==> src/rtl/csa_resolve.sv <==
// Sequential carry-propagate resolver: turns a carry-save (sum, carry) pair into
// one binary value, adding one CHUNK-bit slice per cycle.
module csa_resolve #(
  parameter int WIDTH = 106,
  parameter int CHUNK = 27
) (
  input  logic               clk,
  input  logic               rst_n,
  input  logic               in_valid,
  output logic               in_ready,
  input  logic [WIDTH-1:0]   in_sum,
  input  logic [WIDTH-1:0]   in_carry,
  output logic               out_valid,
  input  logic               out_ready,
  output logic [WIDTH+1:0]   out_result,
  output logic               out_zero,
  output logic [1:0]         dbg_state
);

  localparam int NCHUNK = (WIDTH + CHUNK) / CHUNK;
  localparam int PW     = NCHUNK * CHUNK;
  localparam int CW     = (NCHUNK > 1) ? $clog2(NCHUNK) : 1;

  // Encoding is visible on dbg_state: 0 = IDLE, 1 = ADD, 2 = DONE.
  typedef enum logic [1:0] {
    IDLE = 2'd0,
    ADD  = 2'd1,
    DONE = 2'd2
  } state_t;

  state_t          state_q, state_d;
  logic [CW-1:0]   step_q, step_d;
  logic            carry_q, carry_d;
  logic [PW-1:0]   a_q, a_d;
  logic [PW-1:0]   b_q, b_d;
  logic [PW-1:0]   res_q, res_d;
  logic [CHUNK:0]  slice_sum;

  always_ff @(posedge clk) begin
    if (!rst_n) begin
      state_q <= IDLE;
      step_q  <= '0;
      carry_q <= 1'b0;
      a_q     <= '0;
      b_q     <= '0;
      res_q   <= '0;
    end else begin
      state_q <= state_d;
      step_q  <= step_d;
      carry_q <= carry_d;
      a_q     <= a_d;
      b_q     <= b_d;
      res_q   <= res_d;
    end
  end

  // Handshakes: a transfer happens on a rising edge where valid and ready are
  // both 1. Input is taken only in IDLE; the result is held in DONE until taken,
  // and the handshake cycle never doubles as an accept.
  always_comb begin
    state_d   = state_q;
    step_d    = step_q;
    carry_d   = carry_q;
    a_d       = a_q;
    b_d       = b_q;
    res_d     = res_q;
    slice_sum = {1'b0, a_q[step_q*CHUNK +: CHUNK]}
              + {1'b0, b_q[step_q*CHUNK +: CHUNK]}
              + (CHUNK+1)'(carry_q);
    case (state_q)
      IDLE: begin
        if (in_valid) begin
          a_d     = PW'(in_sum);
          b_d     = PW'({in_carry, 1'b0});
          carry_d = 1'b0;
          step_d  = '0;
          state_d = ADD;
        end
      end
      ADD: begin
        res_d[step_q*CHUNK +: CHUNK] = slice_sum[CHUNK-1:0];
        carry_d = slice_sum[CHUNK];
        step_d  = step_q + CW'(1);
        if (step_q == CW'(NCHUNK - 1)) state_d = DONE;
      end
      DONE: begin
        if (out_ready) state_d = IDLE;
      end
      default: state_d = IDLE;
    endcase
  end

  // When the slices exactly cover WIDTH+1 bits, the top result bit is the final carry.
  if (PW >= WIDTH + 2) begin : g_res_wide
    assign out_result = res_q[WIDTH+1:0];
  end else begin : g_res_tight
    assign out_result = {carry_q, res_q};
  end

  assign in_ready  = rst_n && (state_q == IDLE);
  assign out_valid = (state_q == DONE);
  assign out_zero  = (state_q == DONE) && ~|out_result;
  assign dbg_state = state_q;

endmodule

==> config.mk <==
export PLATFORM = sky130hd
export DESIGN_NAME = csa_resolve
export DESIGN_NICKNAME = d
export VERILOG_FILES = /design/src/rtl/csa_resolve.sv
export SDC_FILE = /design/constraint.sdc
export NUM_CORES = 1
export LEC_CHECK = 0
export CORE_MARGIN = 2
export CORE_UTILIZATION = 35
export CTS_BUF_LIST = sky130_fd_sc_hd__clkbuf_8
export DETAILED_ROUTE_END_ITERATION = 8
export PLACE_DENSITY = 0.69
export SLEW_MARGIN = 20
export SYNTH_ARGS = -nofsm -noshare
export SYNTH_HDL_FRONTEND = slang
export SYNTH_SLANG_ARGS = --single-unit
==> constraint.sdc <==
create_clock -name clk -period 4.96 [get_ports clk]
set_clock_uncertainty 0.1 [all_clocks]
set_input_delay 0.496 -clock clk [delete_from_list [all_inputs] [get_ports clk]]
set_output_delay 0.496 -clock clk [all_outputs]
set_load 0.01 [all_outputs]
==> results.yml <==
# flow metrics
hold_path:
  hold_start: "a_q[62]$_SDFFE_PN0P_"
  min_path_type: "reg -> reg"
setup_path:
  timing.rr.end: "out_result[15]$_SDFFE_PN0P_"
  crit_path_end_kind: "primary output"
  cp-endpoint: "out_zero"
  cp_slowest_cell: "nor4_1"
  r2r-start: "step_q[0]$_SDFFE_PN0P_"
floorplan:
  design.core.area_mm2: 0.0395
timing:
  finalSetupTns_ps: 0
  rsz0062_at_grt: "false"
pwr:
  switching_power_uw: 1660
  power_frac_clock_pct: 38.5
drt:
  wl_met2_mm: 22.4
  wl_per_cell_um: 19.3
clock_network:
  clock.latency.late_pin_ps: 590
  cts_sinks: 325
  cts-resized-gates: 0
logic_synthesis:
  ys_cells: 1639
  synthSimpleGateAreaFrac_pct: 19.7
job:
  log.warning_count: 37
status:
  status: "complete, no violations"
-- power by group through the flow --
stage	logic, uW	clock network (uW)	registers (uW)
3_3_place_gp	935	0	2860
2_1_floorplan	536	0	2840
6_report	950	2350	2810
5_1_grt	1030	2500	2820
3_5_place_dp	943	0	2860
4_1_cts	948	2380	2810
-- cell type report --
class | instances | area (um^2)
clock buffers | 66 | 908
clock inverters | 23 | 165
fillers | 3786 | 20800
inverters | 12 | 52.6
multi-input cells | 1194 | 7000
flip-flops and latches | 325 | 6510
well taps | 525 | 657
repair buffers | 342 | 3440
-- registers in the layout, summed over array words and instances, names as in the netlist --
register,cells
a_q,106
b_q,106
carry_q,1
dbg_state,2
out_result,108
step_q,2
### Met1 routing

The bar under the picture is 50 um long. Supply wires on this layer in gray.
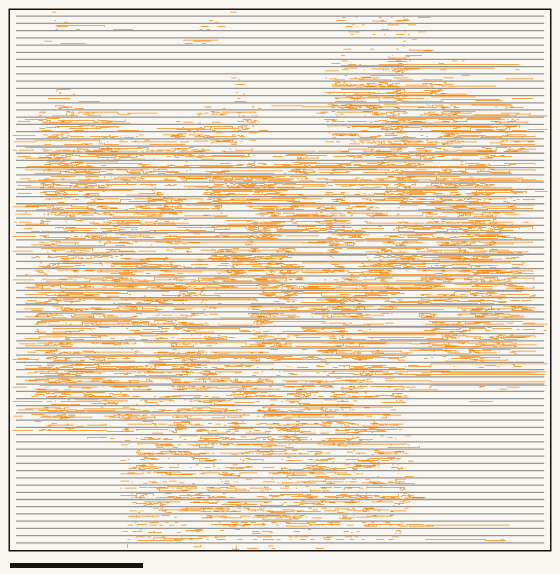
share of all routed wire = 43%
nets with wire on the layer = 1953

### Metal 2

The bar under the picture is 50 um long.
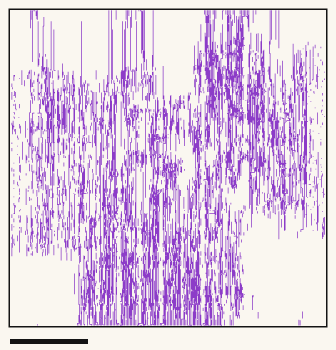
share of all routed wire = 47%
wire length on this layer = 22.4 mm

### The metal 3 layer

Cells faint in the background.
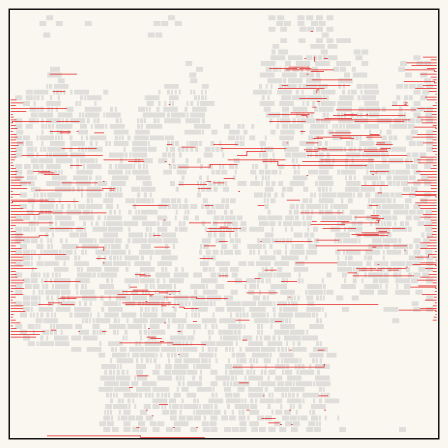
nets with wire on the layer = 297
wire length on this layer = 3190 um
main direction = horizontal

No activity file was given, so power comes from the tool's default toggle rates.
